==> src/rtl/m_wbuart.sv <==
// m_wbuart: Wishbone-attached 8N1 UART with one-byte transmit holding register
// and one-byte receive register.
//
// Ports:
//   CLK_I    system clock
//   RST_I    asynchronous, active-low reset
//   STB_I    bus strobe, already address-qualified
//   WE_I     write enable
//   ADR_I    0 = data register, 1 = status/control register
//   DAT_I    write data (8 bits)
//   DAT_O    read data, zero whenever STB_I is low (OR-able onto the bus)
//   ACK_O    acknowledge, equal to STB_I (zero wait states)
//   usartRX  asynchronous serial input
//   usartTX  registered serial output
//
// Status read layout: {28'b0, ferr, ovr, rxvalid, txfull|txbusy}.
// Control write: DAT_I[2] clears ovr, DAT_I[3] clears ferr.
module m_wbuart #(
    parameter int unsigned DIVISOR = 104
) (
    input  logic        CLK_I,
    input  logic        RST_I,
    input  logic        STB_I,
    input  logic        WE_I,
    input  logic        ADR_I,
    input  logic [7:0]  DAT_I,
    output logic [31:0] DAT_O,
    output logic        ACK_O,
    input  logic        usartRX,
    output logic        usartTX
);

    localparam int unsigned CNT_W = 16;
    localparam int unsigned BIT_W = 3;
    localparam logic [CNT_W-1:0] BIT_LAST  = CNT_W'(DIVISOR - 1);
    localparam logic [CNT_W-1:0] HALF_LAST = CNT_W'(DIVISOR / 2 - 1);
    localparam logic [BIT_W-1:0] BIT_MSB   = BIT_W'(7);

    typedef enum logic [1:0] {
        TX_IDLE,
        TX_START,
        TX_DATA,
        TX_STOP
    } tx_state_t;

    typedef enum logic [1:0] {
        RX_IDLE,
        RX_START,
        RX_DATA,
        RX_STOP
    } rx_state_t;

    // ------------------------------------------------------------------
    // Bus decode
    // ------------------------------------------------------------------
    logic w_rd_data;
    logic w_wr_data;
    logic w_wr_ctrl;

    assign w_rd_data = STB_I & ~WE_I & ~ADR_I;
    assign w_wr_data = STB_I &  WE_I & ~ADR_I;
    assign w_wr_ctrl = STB_I &  WE_I &  ADR_I;

    // ------------------------------------------------------------------
    // Transmit path
    // ------------------------------------------------------------------
    tx_state_t        r_tx_state;
    tx_state_t        w_tx_state_nxt;
    logic [CNT_W-1:0] r_tx_cnt;
    logic [CNT_W-1:0] w_tx_cnt_nxt;
    logic [BIT_W-1:0] r_tx_bit;
    logic [BIT_W-1:0] w_tx_bit_nxt;
    logic [7:0]       r_tx_shift;
    logic [7:0]       w_tx_shift_nxt;
    logic             r_tx_out;
    logic             w_tx_out_nxt;
    logic             w_tx_load;
    logic             w_tx_tick;
    logic [7:0]       r_txhold;
    logic             r_txfull;
    logic             w_txbusy;

    assign w_tx_tick = (r_tx_cnt == BIT_LAST);
    assign w_txbusy  = (r_tx_state != TX_IDLE);
    assign usartTX   = r_tx_out;

    // TX state register
    always_ff @(posedge CLK_I or negedge RST_I) begin
        if (!RST_I) begin
            r_tx_state <= TX_IDLE;
            r_tx_cnt   <= '0;
            r_tx_bit   <= '0;
            r_tx_shift <= '0;
            r_tx_out   <= 1'b1;
        end else begin
            r_tx_state <= w_tx_state_nxt;
            r_tx_cnt   <= w_tx_cnt_nxt;
            r_tx_bit   <= w_tx_bit_nxt;
            r_tx_shift <= w_tx_shift_nxt;
            r_tx_out   <= w_tx_out_nxt;
        end
    end

    // TX next-state: every state lasts DIVISOR cycles; STOP chains straight
    // into START when another byte is already waiting.
    always_comb begin
        w_tx_state_nxt = r_tx_state;
        w_tx_cnt_nxt   = r_tx_cnt + CNT_W'(1);
        w_tx_bit_nxt   = r_tx_bit;
        w_tx_shift_nxt = r_tx_shift;
        w_tx_out_nxt   = r_tx_out;
        w_tx_load      = 1'b0;
        case (r_tx_state)
            TX_IDLE: begin
                w_tx_cnt_nxt = '0;
                w_tx_bit_nxt = '0;
                w_tx_out_nxt = 1'b1;
                if (r_txfull) begin
                    w_tx_load      = 1'b1;
                    w_tx_shift_nxt = r_txhold;
                    w_tx_out_nxt   = 1'b0;
                    w_tx_state_nxt = TX_START;
                end
            end
            TX_START: begin
                if (w_tx_tick) begin
                    w_tx_cnt_nxt   = '0;
                    w_tx_bit_nxt   = '0;
                    w_tx_out_nxt   = r_tx_shift[0];
                    w_tx_state_nxt = TX_DATA;
                end
            end
            TX_DATA: begin
                if (w_tx_tick) begin
                    w_tx_cnt_nxt = '0;
                    if (r_tx_bit == BIT_MSB) begin
                        w_tx_out_nxt   = 1'b1;
                        w_tx_state_nxt = TX_STOP;
                    end else begin
                        w_tx_bit_nxt   = r_tx_bit + BIT_W'(1);
                        w_tx_shift_nxt = {1'b0, r_tx_shift[7:1]};
                        w_tx_out_nxt   = r_tx_shift[1];
                    end
                end
            end
            TX_STOP: begin
                if (w_tx_tick) begin
                    w_tx_cnt_nxt = '0;
                    if (r_txfull) begin
                        w_tx_load      = 1'b1;
                        w_tx_shift_nxt = r_txhold;
                        w_tx_out_nxt   = 1'b0;
                        w_tx_state_nxt = TX_START;
                    end else begin
                        w_tx_state_nxt = TX_IDLE;
                    end
                end
            end
            default: begin
                w_tx_cnt_nxt   = '0;
                w_tx_out_nxt   = 1'b1;
                w_tx_state_nxt = TX_IDLE;
            end
        endcase
    end

    // Holding register: a write while full is dropped, so a write and a
    // load can never collide in the same cycle.
    always_ff @(posedge CLK_I or negedge RST_I) begin
        if (!RST_I) begin
            r_txhold <= '0;
            r_txfull <= 1'b0;
        end else if (w_wr_data && !r_txfull) begin
            r_txhold <= DAT_I;
            r_txfull <= 1'b1;
        end else if (w_tx_load) begin
            r_txfull <= 1'b0;
        end
    end

    // ------------------------------------------------------------------
    // Receive path
    // ------------------------------------------------------------------
    logic             r_rx_meta;
    logic             r_rx_sync;
    rx_state_t        r_rx_state;
    rx_state_t        w_rx_state_nxt;
    logic [CNT_W-1:0] r_rx_cnt;
    logic [CNT_W-1:0] w_rx_cnt_nxt;
    logic [BIT_W-1:0] r_rx_bit;
    logic [BIT_W-1:0] w_rx_bit_nxt;
    logic [7:0]       r_rx_shift;
    logic [7:0]       w_rx_shift_nxt;
    logic             w_rx_done;
    logic             w_rx_tick;
    logic [7:0]       r_rxdata;
    logic             r_rxvalid;
    logic             r_ovr;
    logic             r_ferr;

    assign w_rx_tick = (r_rx_cnt == '0);

    // Two-flop synchroniser; idles high so reset does not look like a start bit
    always_ff @(posedge CLK_I or negedge RST_I) begin
        if (!RST_I) begin
            r_rx_meta <= 1'b1;
            r_rx_sync <= 1'b1;
        end else begin
            r_rx_meta <= usartRX;
            r_rx_sync <= r_rx_meta;
        end
    end

    // RX state register
    always_ff @(posedge CLK_I or negedge RST_I) begin
        if (!RST_I) begin
            r_rx_state <= RX_IDLE;
            r_rx_cnt   <= '0;
            r_rx_bit   <= '0;
            r_rx_shift <= '0;
        end else begin
            r_rx_state <= w_rx_state_nxt;
            r_rx_cnt   <= w_rx_cnt_nxt;
            r_rx_bit   <= w_rx_bit_nxt;
            r_rx_shift <= w_rx_shift_nxt;
        end
    end

    // RX next-state: a down-counter preloaded for half a bit from IDLE puts
    // every later sample near the middle of its bit.
    always_comb begin
        w_rx_state_nxt = r_rx_state;
        w_rx_cnt_nxt   = r_rx_cnt - CNT_W'(1);
        w_rx_bit_nxt   = r_rx_bit;
        w_rx_shift_nxt = r_rx_shift;
        w_rx_done      = 1'b0;
        case (r_rx_state)
            RX_IDLE: begin
                w_rx_cnt_nxt = HALF_LAST;
                w_rx_bit_nxt = '0;
                if (!r_rx_sync) begin
                    w_rx_state_nxt = RX_START;
                end
            end
            RX_START: begin
                if (w_rx_tick) begin
                    w_rx_cnt_nxt   = BIT_LAST;
                    // line back high at mid-start: glitch, not a frame
                    w_rx_state_nxt = r_rx_sync ? RX_IDLE : RX_DATA;
                end
            end
            RX_DATA: begin
                if (w_rx_tick) begin
                    w_rx_cnt_nxt   = BIT_LAST;
                    w_rx_shift_nxt = {r_rx_sync, r_rx_shift[7:1]};
                    w_rx_bit_nxt   = r_rx_bit + BIT_W'(1);
                    if (r_rx_bit == BIT_MSB) begin
                        w_rx_state_nxt = RX_STOP;
                    end
                end
            end
            RX_STOP: begin
                if (w_rx_tick) begin
                    w_rx_done      = 1'b1;
                    w_rx_state_nxt = RX_IDLE;
                end
            end
            default: begin
                w_rx_state_nxt = RX_IDLE;
            end
        endcase
    end

    // Receive register and flags; a completing byte beats a clear request,
    // and a read accepted in the completion cycle suppresses the overrun.
    always_ff @(posedge CLK_I or negedge RST_I) begin
        if (!RST_I) begin
            r_rxdata  <= '0;
            r_rxvalid <= 1'b0;
            r_ovr     <= 1'b0;
            r_ferr    <= 1'b0;
        end else begin
            if (w_rx_done) begin
                r_rxdata  <= r_rx_shift;
                r_rxvalid <= 1'b1;
            end else if (w_rd_data) begin
                r_rxvalid <= 1'b0;
            end

            if (w_rx_done && r_rxvalid && !w_rd_data) begin
                r_ovr <= 1'b1;
            end else if (w_wr_ctrl && DAT_I[2]) begin
                r_ovr <= 1'b0;
            end

            if (w_rx_done && !r_rx_sync) begin
                r_ferr <= 1'b1;
            end else if (w_wr_ctrl && DAT_I[3]) begin
                r_ferr <= 1'b0;
            end
        end
    end

    // ------------------------------------------------------------------
    // Read mux, gated by the strobe so it can be ORed onto the shared bus
    // ------------------------------------------------------------------
    always_comb begin
        DAT_O = '0;
        if (STB_I) begin
            if (ADR_I) begin
                DAT_O = {28'b0, r_ferr, r_ovr, r_rxvalid, r_txfull | w_txbusy};
            end else begin
                DAT_O = {24'b0, r_rxdata};
            end
        end
    end

    assign ACK_O = STB_I;

endmodule

==> config.mk <==
export PLATFORM = sky130hd
export DESIGN_NAME = m_wbuart
export DESIGN_NICKNAME = d
export VERILOG_FILES = /design/src/rtl/m_wbuart.sv
export SDC_FILE = /design/constraint.sdc
export NUM_CORES = 1
export LEC_CHECK = 0
export ABC_AREA = 1
export CELL_PAD_IN_SITES_DETAIL_PLACEMENT = 1
export CELL_PAD_IN_SITES_GLOBAL_PLACEMENT = 1
export CORE_AREA = 3 3 127 129
export DETAILED_ROUTE_END_ITERATION = 6
export DIE_AREA = 0 0 130 132
export PLACE_DENSITY_LB_ADDON = 0.1
export SYNTH_ARGS = -nofsm -noshare
export SYNTH_HDL_FRONTEND = slang
export SYNTH_SLANG_ARGS = --single-unit
==> constraint.sdc <==
create_clock -name CLK_I -period 1.8 [get_ports CLK_I]
set_clock_uncertainty 0.15 [all_clocks]
set_input_delay 0.27 -clock CLK_I [delete_from_list [all_inputs] [get_ports CLK_I]]
set_output_delay 0.27 -clock CLK_I [all_outputs]
set_load 0.02 [all_outputs]
==> run_1/gates.png <==
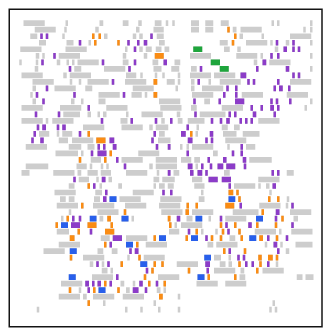
Orange stands for nor cells, cells 82. Blue stands for xor and xnor cells, cells 17. Green stands for mux cells, cells 3. Purple stands for nand cells, cells 175, where spread over the die.
Top cell excl fill/tap: nand2_1
Finished Layout Cells: 780
combinational share of cell area: 37.6%

==> run_1/class_map.png <==
The bar under the picture is 50 um long. Fill, decap, tap and diode cells in gray.
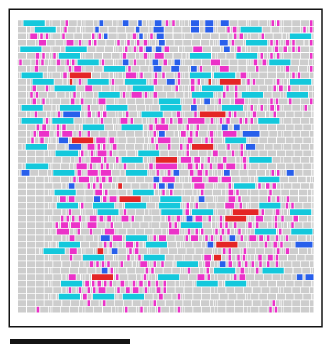
Magenta stands for remaining logic cells, cells 438, share of their area 44%. Cyan stands for registers, cells 81, share of their area 40%. Red stands for clock drivers and dummy loads, cells 16, share of their area 6.2%. Blue stands for remaining buffers and delay cells, cells 57, share of their area 9.9%.
Seq/total area: 38.1%
Core Util, Final: 35.2%
number of cell rows: 45
core area: 0.0151 mm^2

==> results_slide.txt, run 1 <==
Physical Implementation Snapshot

Global route
  • Largest net degree at the start of global routing: 26
  • First-pass GRT wire length: between 15,000 and 20,000 um
  • GRT overflow: 0
  • Met3 usage: under 10%
  • Initial antenna violation count: 0
  • GRT busiest layer: met2
  • Vias in the first global route: about 3,600
  • Met2 Use GR: about a fifth

Final layout
  • Buffer share of cell area: a little under a tenth
  • Combinational gate area: roughly 0.0020 mm^2
  • Register Area: 0.00203 mm^2
  • MI comb cells: 374
  • Ant diodes: 0
  • Clk_buf instances: 11
  • Leading cell kind: flip-flops and latches
  • Invs w/o clock: between 60 and 70
  • Clock-cell share of area: under 10%
  • Ratio of cells with drive above 1 in the final layout: between 15 and 20%
  • Dominant logic cell types in the final layout: 131 x nand2_1, 78 x dfrtp_1, 67 x nor2_1

Worst setup path
  • Setup crit start: r_tx_state[1]
  • Slowest cell delay on critical path: between 0.3 and 0.4 ns
  • Crit end category: flip-flop
  • Critical-path cell list: inv_1, buf_4, ha_1, or2_2, nand2_4, nand3_1, nand2_1, nand2_1
  • Most frequent CP cell: nand2_1
  • R2R Setup Slk: 0.07 ns
  • Number of cells on the critical path: 8
  • RR Endpoint: r_tx_state[1]
  • Reg2reg path depth: 8
  • Startpoint Class: flip-flop
  • CP required: ~1.9 ns
  • Worst setup endpoint: r_tx_state[1]
  • CP arrival: between 1.5 and 2 ns
  • Worst-path fanout max: 5

STA
  • Fin crit period: 1.73 ns
  • Final period util: ~96%
  • Final setup violation count: 0
  • Final TNS setup: 0 ns
  • Final Hold Viols: 0
  • Max Fclk: 578 MHz

CTS
  • H-Tree Depth: 3
  • Total CTS buffers: 9
  • Clk latency late pin: 0.34 ns
  • CTS Root Cell: clkbuf_16
  • Clock Sinks: ~80
  • CTS tree: built
  • Setup bufs post-CTS: 2
  • Reg clk slew, reported paths: ~0.060 ns
  • Clk buf depth: 2

Floorplanning
  • I/O pins: approximately 48
  • Die Area: 0.0172 mm^2

Drt
  • Met3 WL post-DR: about 180 um
  • Wl on met1: roughly 4800 um
  • Routed WL: a little under 10,000 um
  • Vias per cell: 4.33
  • WL met2: between 4000 and 5000 um
  • Iteration-0 DRC Markers: approximately 120
  • DRC errors left: 0

Flow run
  • Maxcap violations: 0
  • Tool warnings: 34

Power and ir drop
  • Power in the clock group: roughly 2.0 mW
  • Cell-internal power: 3.25 mW
  • PwrDens: 796 mW/mm^2
  • P_seq: about 1.9 mW
  • Switch share: 23.4%
  • P_sw: between 0.9 and 1 mW
  • Clock Power Share: a little under half
  • Maximum VDD drop: between 0.0004 and 0.0005 V

Run status
  • Status: completed

Synth
  • Yosys top cell by instances: nand2_1
  • Synth warnings: 0
  • Post-synth ARST share: 100%
  • Yosys Instances: around 530
  • Syn Area/Cell: between 8 and 9 um^2
  • Cell count after synthesis: around 530
  • Seq/Total Area, Yosys: between 40% and 50%
  • Area leader, netlist: dfrtp_1
  • Synth flops: between 80 and 90
  • Top FF cell, synth: dfrtp_1

Place
  • Final HPWL DP: 7430 um
  • Placed Cells incl. Taps: 760

Worst hold path
  • Hold endpoint: r_rx_meta
  • HP Start: usartRX
==> run_1/sizing.png <==
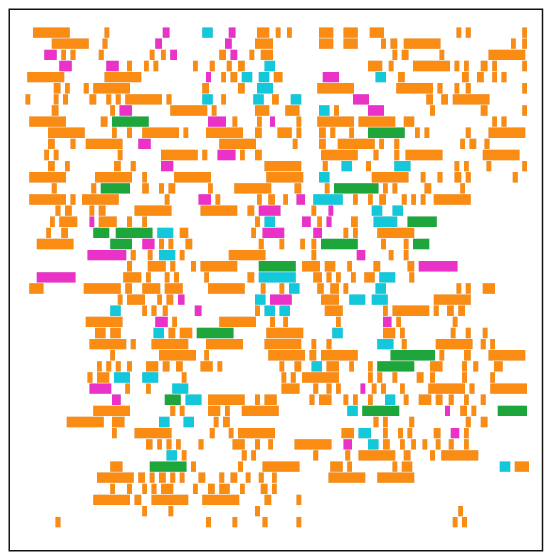
Cyan stands for x3 and x4, cells 46, share 7.8%. Green stands for x6 and larger, cells 18, share 3.0%. Magenta stands for x2, cells 44, share 7.4%. Orange stands for x1 and smaller, cells 484, share 82%.

[run 1: logic make-up after synthesis]
family                   Yosys count  share of synthesized area [%]
AND/OR/NAND/NOR                  260                           25.4
buffers and inverters             96                           10.9
flip-flops                        81                           46.7
AND-OR/OR-AND                     54                           8.04
XOR/XNOR                          17                           3.43
adder cells (fa/ha/maj)           16                           4.61
multiplexers                       3                          0.778
other                              1                         0.0863
[run 1: metrics by stage]
stage                     power (mW)  worst slack [ns]  cell area [um^2]  utilization, %  hold slack [ns]
final                           4.24            0.0703              5330            35.2            0.176
after global routing            4.48           -0.0389              5330            35.2            0.161
after floorplan                 2.18            0.0254              4430               -           -0.176
after CTS                       4.35           0.00256              5240            34.6            0.158
after global placement          2.30            -0.411              4910            32.4           0.0586
after detailed placement        2.31            -0.475              4910            32.4           0.0580
==> run_1/m2.png <==
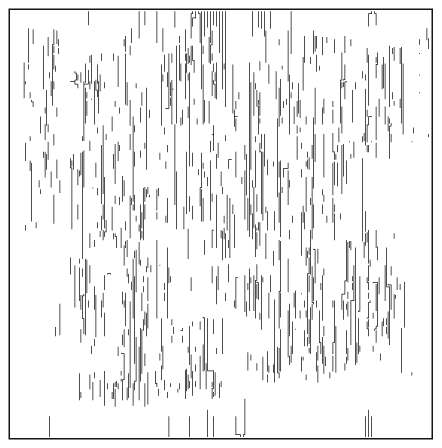

--- run 2 (diff from run 1) ---
--- a/config.mk
+++ b/config.mk
@@ -8,9 +8,9 @@
 export ABC_AREA = 1
 export CELL_PAD_IN_SITES_DETAIL_PLACEMENT = 1
 export CELL_PAD_IN_SITES_GLOBAL_PLACEMENT = 1
-export CORE_AREA = 3 3 127 129
+export CORE_AREA = 3 3 111 113
 export DETAILED_ROUTE_END_ITERATION = 6
-export DIE_AREA = 0 0 130 132
+export DIE_AREA = 0 0 114 116
 export PLACE_DENSITY_LB_ADDON = 0.1
 export SYNTH_ARGS = -nofsm -noshare
 export SYNTH_HDL_FRONTEND = slang
==> run_2/m2.png <==
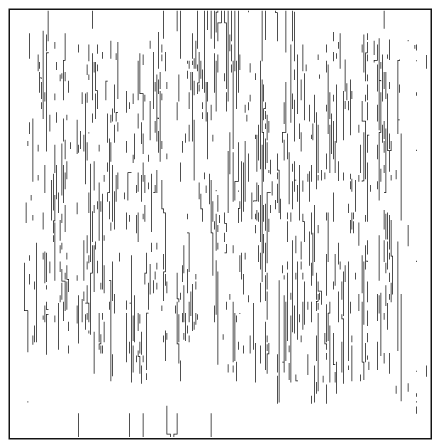
The layer carries 4,610 um of wire. The layer holds 50% of the routed length. 528 nets have wire on it. The wires run mostly vertical. The longest straight run is 37.1 um.

==> run_2/gates.png <==
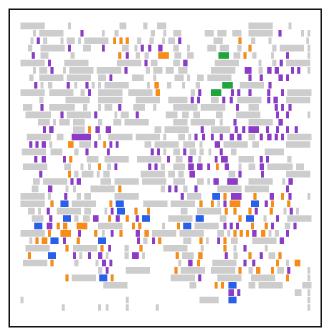
Blue stands for xor and xnor cells, cells 17. Purple stands for nand cells, cells 175. Green stands for mux cells, cells 3. Orange stands for nor cells, cells 82.
Finished Layout Cells: 738
combinational share of cell area: 37.8%

==> results_slide.txt, run 2 <==
Physical Implementation Snapshot

Floorplanning
  • Core area: 0.0114 mm^2 (-25%)
  • Number of cell rows: 39 (-13%)

Final layout
  • Seq/total area: 38.8% (+0.73 points)
  • Register Area: 0.00203 mm^2 (unchanged)
  • Leading cell kind: flip-flops and latches
  • Clk_buf instances: 9 (-2)
  • Combinational gate area: 0.00198 mm^2 (-1.3%)
  • Invs w/o clock: 64 (unchanged)
  • Design area: 0.00523 mm^2 (-1.9%)
  • MI comb cells: 374 (unchanged)
  • Clock-cell share of area: 5.45% (-0.44 points)
  • Top cell excl fill/tap: nand2_1
  • Ant diodes: 0 (unchanged)
  • Dominant logic cell types in the final layout: 131 x nand2_1, 78 x dfrtp_1, 68 x nor2_1
  • Ratio of cells with drive above 1 in the final layout: 18.2% (-0.092 points)

Synth
  • Post-Synth Adder-Cell Area: 4.61% (unchanged)
  • Synth warnings: 0 (unchanged)
  • XOR-XNOR Cells, Area Fraction: 3.43% (unchanged)
  • Top non-seq family: simple AND/OR/NAND/NOR gates
  • Cell count after synthesis: 528 (unchanged)
  • Simple share: 25.4% (unchanged)
  • Mux area share: 0.778% (unchanged)
  • Yosys Instances: 528 (unchanged)
  • Complex Gates by Area: 8.04% (unchanged)
  • Area leader, netlist: dfrtp_1
  • Yosys top cell by instances: nand2_1
  • Synth flops: 81 (unchanged)
  • Post-synth ARST share: 100% (unchanged)
  • Seq/Total Area, Yosys: 46.7% (unchanged)
  • Top FF cell, synth: dfrtp_1

Place
  • Final HPWL DP: 7050 um (-5.0%)
  • Pre-CTS setup slack: -0.461 ns (+0.0149 ns)
  • Area post-placement: 0.00488 mm^2 (-0.69%)
  • Placed Cells incl. Taps: 718 (-5.5%)

Global route
  • First-pass GRT wire length: 15,700 um (-8.9%)
  • Vias in the first global route: 3,389 (-4.8%)
  • GRT overflow: 0 (unchanged)
  • Met2 Use GR: 25.1% (+5.8 points)
  • GRT busiest layer: met2
  • Initial antenna violation count: 0 (unchanged)
  • Met3 usage: 2.98% (+0.42 points)
  • Largest net degree at the start of global routing: 31 (+19%)

Worst setup path
  • Worst-path fanout max: 4 (-1)
  • R2R Setup Slk: 0.10 ns (+0.03 ns)
  • RR Endpoint: r_rx_cnt[11]
  • Startpoint Class: input port
  • Worst setup endpoint: DAT_O[3]
  • CP arrival: 1.32 ns (-0.49 ns)
  • Number of cells on the critical path: 5 (-3)
  • Setup crit start: STB_I
  • Critical-path cell list: clkdlybuf4s50_1, buf_4, nand2_1, o21ai_0, buf_2
  • Slowest cell delay on critical path: 0.48 ns (+0.13 ns)
  • CP required: 1.38 ns (-0.50 ns)

Power and ir drop
  • Clock Power Share: 43.7% (-3.0 points)
  • PwrDens: 767 mW/mm^2 (-3.5%)
  • Cell-internal power: 2.99 mW (-8.0%)
  • Maximum VDD drop: 0.000486 V (+3.2%)
  • P_sw: 1.03 mW (+3.4%)

STA
  • Fin worst setup slack: 0.0609 ns (-0.00941 ns)
  • Final period util: 96.6% (+0.52 points)
  • Final TNS setup: 0 ns (unchanged)
  • Hold slack: 0.179 ns (+0.00267 ns)
  • Final setup violation count: 0 (unchanged)
  • Fin crit period: 1.74 ns (+0.00941 ns)
  • Max Fclk: 575 MHz (-0.54%)
  • Final Hold Viols: 0 (unchanged)

Drt
  • Met3 WL post-DR: 197 um (+13%)
  • Wl on met1: 4280 um (-10%)
  • Iteration-0 DRC Markers: 124 (+7.8%)
  • Vias per cell: 4.58 (+5.7%)

CTS
  • CTS tree: built
  • Total CTS buffers: 9 (unchanged)
  • CTS Root Cell: clkbuf_16
  • Clk latency late pin: 0.34 ns (about the same)
  • Clk buf depth: 2 (unchanged)
  • Clock Sinks: 81 (unchanged)
  • Setup bufs post-CTS: 1 (-1)

Flow run
  • Maxcap violations: 0 (unchanged)
  • Tool warnings: 35 (+2.9%)

Run status
  • Status: completed
[run 2: worst min-delay path by stage]
stage | startpoint | endpoint | slack (ns) | cells after the start
3_3_place_gp | RST_I | r_tx_cnt[12] | 0.07 | 1
2_1_floorplan | RST_I | asynchronous set/reset pin | -0.18 | 0
6_report | usartRX | r_rx_meta | 0.18 | 1
4_1_cts | usartRX | r_rx_meta | 0.17 | 1
3_5_place_dp | RST_I | r_tx_cnt[15] | 0.08 | 1
5_1_grt | usartRX | r_rx_meta | 0.17 | 1
[run 2: metrics by stage]
step / util (%) / total power [mW]
3_3_place_gp: 42.7 / 2.29
6_report: 45.8 / 4.01
5_1_grt: 45.8 / 4.20
4_1_cts: 45.3 / 4.09
2_1_floorplan: - / 2.18
3_5_place_dp: 42.7 / 2.30
==> run_2/class_map.png <==
The bar under the picture is 20 um long. Fill, decap, tap and diode cells in gray.
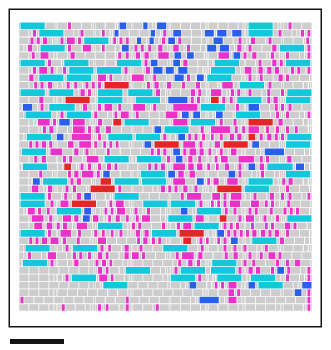

--- run 3 (diff from run 2) ---
==> config.mk (replaced) <==
export PLATFORM = sky130hd
export DESIGN_NAME = m_wbuart
export DESIGN_NICKNAME = d
export VERILOG_FILES = /design/src/rtl/m_wbuart.sv
export SDC_FILE = /design/constraint.sdc
export NUM_CORES = 1
export LEC_CHECK = 0
export CELL_PAD_IN_SITES_DETAIL_PLACEMENT = 1
export CELL_PAD_IN_SITES_GLOBAL_PLACEMENT = 1
export CORE_AREA = 3 3 108 110
export DETAILED_ROUTE_END_ITERATION = 6
export DIE_AREA = 0 0 111 113
export PLACE_DENSITY = 0.81
export SYNTH_ARGS = -nofsm -noshare
export SYNTH_HDL_FRONTEND = slang
export SYNTH_SLANG_ARGS = --single-unit
==> constraint.sdc (replaced) <==
create_clock -name CLK_I -period 1.5 [get_ports CLK_I]
set_clock_uncertainty 0.15 [all_clocks]
set_input_delay 0.225 -clock CLK_I [delete_from_list [all_inputs] [get_ports CLK_I]]
set_output_delay 0.225 -clock CLK_I [all_outputs]
set_load 0.02 [all_outputs]
==> run_3/class_map.png <==
The bar under the picture is 20 um long. Fill, decap, tap and diode cells in gray.
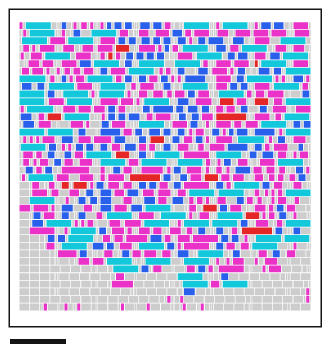
Red stands for clock drivers and dummy loads, cells 16, share of their area 3.8%. Cyan stands for registers, cells 81, share of their area 32%. Magenta stands for remaining logic cells, cells 307, share of their area 43%. Blue stands for remaining buffers and delay cells, cells 161, share of their area 22%.
core area: 0.0108 mm^2
number of cell rows: 38
Seq/total area: 30.7%
Core Util, Final: 61.2%

==> run_3/sizing.png <==
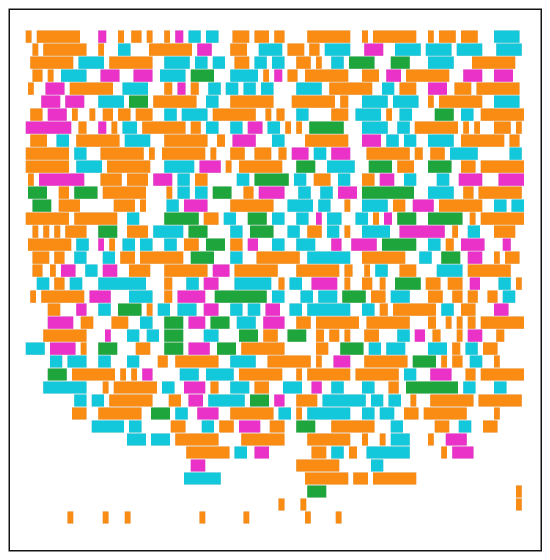
Green stands for x6 and larger, cells 46, share 8.1%. Orange stands for x1 and smaller, cells 267, share 47%. Cyan stands for x3 and x4, cells 176, share 31%. Magenta stands for x2, cells 76, share 13%.

==> results_slide.txt, run 3 <==
Physical Implementation Snapshot

STA
  • Final setup violation count: 83 (+83)
  • Final period util: 150%
  • Final TNS setup: -38.46 ns (-38.46 ns)
  • Fin crit period: around 2.2 ns
  • Max Fclk: approximately 450 MHz
  • Hold slack: 0.104 ns (-0.0744 ns)
  • Final Hold Viols: 0 (unchanged)
  • RSZ-0062 raised after global routing: yes
  • Max-slew headroom: 58.5%
  • Fin worst setup slack: -0.745 ns (-0.806 ns)

Global route
  • First-pass GRT wire length: 25,800 um (+64%)
  • Initial antenna violation count: 0 (unchanged)
  • Largest net degree at the start of global routing: 27 (-13%)
  • GRT Total Usage: 26.9%
  • GRT overflow: 0 (unchanged)
  • Vias in the first global route: 4,401 (+30%)

Final layout
  • Combinational share of cell area: 40.7% (+2.9 points)
  • Synth-to-layout area growth: 51.3%
  • Combinational gate area: 0.00269 mm^2 (+36%)
  • Ant diodes: 0 (unchanged)
  • Biggest regs: r_rx_cnt: 16 flops, r_tx_cnt: 16 flops
  • Top cell excl fill/tap: buf_4
  • MI comb cells: 290 (-22%)
  • Clock-cell share of area: 3.69% (-1.8 points)
  • Dominant logic cell types in the final layout: 108 x buf_4, 78 x dfrtp_1, 27 x mux2_4
  • Ratio of cells with drive above 1 in the final layout: 52.7% (+35 points)
  • Leading cell kind: combinational gates
  • Nets@finish: between 500 and 600
  • Invs w/o clock: 17 (-73%)
  • Finished Layout Cells: 705 (-4.5%)
  • Clk_buf instances: 11 (+2)
  • Register Area: 0.00203 mm^2 (unchanged)
  • Design area: 0.00661 mm^2 (+26%)
  • Flop count: roughly 81

Synth
  • Complex Gates by Area: 8.68% (+0.65 points)
  • Synth flops: 81 (unchanged)
  • Yosys Instances: 403 (-24%)
  • Post-Synth Adder-Cell Area: 4.59% (-0.022 points)
  • Post-synth ARST share: 100% (unchanged)
  • Top non-seq family: simple AND/OR/NAND/NOR gates
  • Simple share: 15.9% (-9.5 points)
  • Synth warnings: 0 (unchanged)
  • Top FF cell, synth: dfrtp_1
  • Top cells, area: dfrtp_1 45%, mux2_2 8.8%, ha_1 4.6%, buf_4 4.3%, xnor2_1 3.4%
  • Syn Area/Cell: 10.8 um^2
  • EDFF count, synth: 0
  • Seq/Total Area, Yosys: 46.5% (-0.23 points)
  • Mux area share: 12.6% (+12 points)
  • XOR-XNOR Cells, Area Fraction: 4.41% (+0.99 points)
  • Yosys chip area: 0.00437 mm^2
  • Area leader, netlist: dfrtp_1
  • Synth Cell Area: roughly 0.0044 mm^2
  • Yosys top cell by instances: dfrtp_1
  • Cell count after synthesis: 403 (-24%)
  • Area share of the leading cell type in the synthesized netlist: between 40 and 50%

Worst setup path
  • Crit end category: flip-flop
  • CP required: 1.61 ns (+0.23 ns)
  • R2R Setup Slk: -0.75 ns (-0.85 ns)
  • RR Endpoint: r_rxdata[0]
  • Setup crit start: r_rx_cnt[10]
  • Slowest cell delay on critical path: 0.58 ns (+0.10 ns)
  • Crit-path slowest cell: or4_4
  • Number of cells on the critical path: 6 (+1)
  • Reg2reg path depth: 6
  • Startpoint Class: flip-flop
  • CP arrival: 2.36 ns (+1.04 ns)
  • Critical-path cell list: or4_4, nor4_4, buf_4, nand3_4, buf_12, mux2_4
  • WP buf/inv: 2
  • Worst setup endpoint: r_rxdata[0]
  • Worst-path fanout max: 10 (+6)

Worst hold path
  • Worst Hold Class: input port to flip-flop
  • Hold endpoint: r_rx_meta
  • Hold Path Stages: 1 (unchanged)
  • HP Start: usartRX

Power and ir drop
  • Maximum VDD drop: 0.000859 V (+77%)
  • P_sw: 2.89 mW (+180%)
  • Power in the clock group: 2.02 mW
  • Cell-internal power: 5.59 mW (+87%)
  • Logic pwr share: ~43%
  • P_seq: ~2.8 mW
  • Leakage: 3.12 nW
  • Sequential share of power: 33.0%
  • Total Power Consumption: 8.48 mW (+110%)
  • Clock Power Share: 23.8% (-20 points)
  • PwrDens: 1280 mW/mm^2 (+67%)

Drt
  • DRC errors left: 0
  • Vias per cell: 5.45 (+19%)
  • Vias: between 3,000 and 4,000
  • Iteration-0 DRC Markers: 194 (+56%)
  • Routed WL: 17,600 um

Place
  • Placed Cells incl. Taps: 650 (-9.5%)
  • Pre-CTS setup slack: -0.773 ns (-0.313 ns)
  • Final HPWL DP: 9130 um (+29%)
  • Area post-placement: 0.00552 mm^2 (+13%)

CTS
  • Setup bufs post-CTS: 28 (+27)
  • Reg clk slew, reported paths: 0.09 ns
  • CTS tree: built
  • Clk buf depth: 2 (unchanged)
  • # resized after CTS: about 150
  • Clk latency late pin: 0.38 ns (+0.04 ns)
  • Clock Sinks: 81 (unchanged)
  • CTS Root Cell: clkbuf_8
  • Total CTS buffers: 9 (unchanged)

Floorplanning
  • Fp util: 40.4%
  • Well-Tap Cells: 140
  • Die span in x: around 110 um

Flow run
  • Maxcap violations: 0 (unchanged)
  • Tool warnings: 37 (+5.7%)

Run status
  • Status: complete, but fails checks
  • Failing checks: negative setup slack
-- run 3: netlist changes by cell type after synthesis, moves of 10 or more --
| cell | change |
|---|---|
| o21ai_0 | -11 |
| nand2_1 | -112 |
| xnor2_1 | +14 |
| mux2_2 | +31 |
| nor2b_1 | +10 |
| nand3_1 | -22 |
| nor2_1 | -39 |
| inv_1 | -44 |
-- run 3: routing by layer --
metal | wire [um] | up-vias | track usage, % | share of wire (%)
li1 | - | 1688 | - | -
met2 | 9820 | 118 | 53.1 | 56
met3 | 527 | 76 | 4.49 | 3.0
met5 | 0 | - | 0 | 0
met4 | 1140 | 0 | 13.2 | 6.5
met1 | 6150 | 1961 | 27.1 | 35
Power and IR drop assume default switching activity.
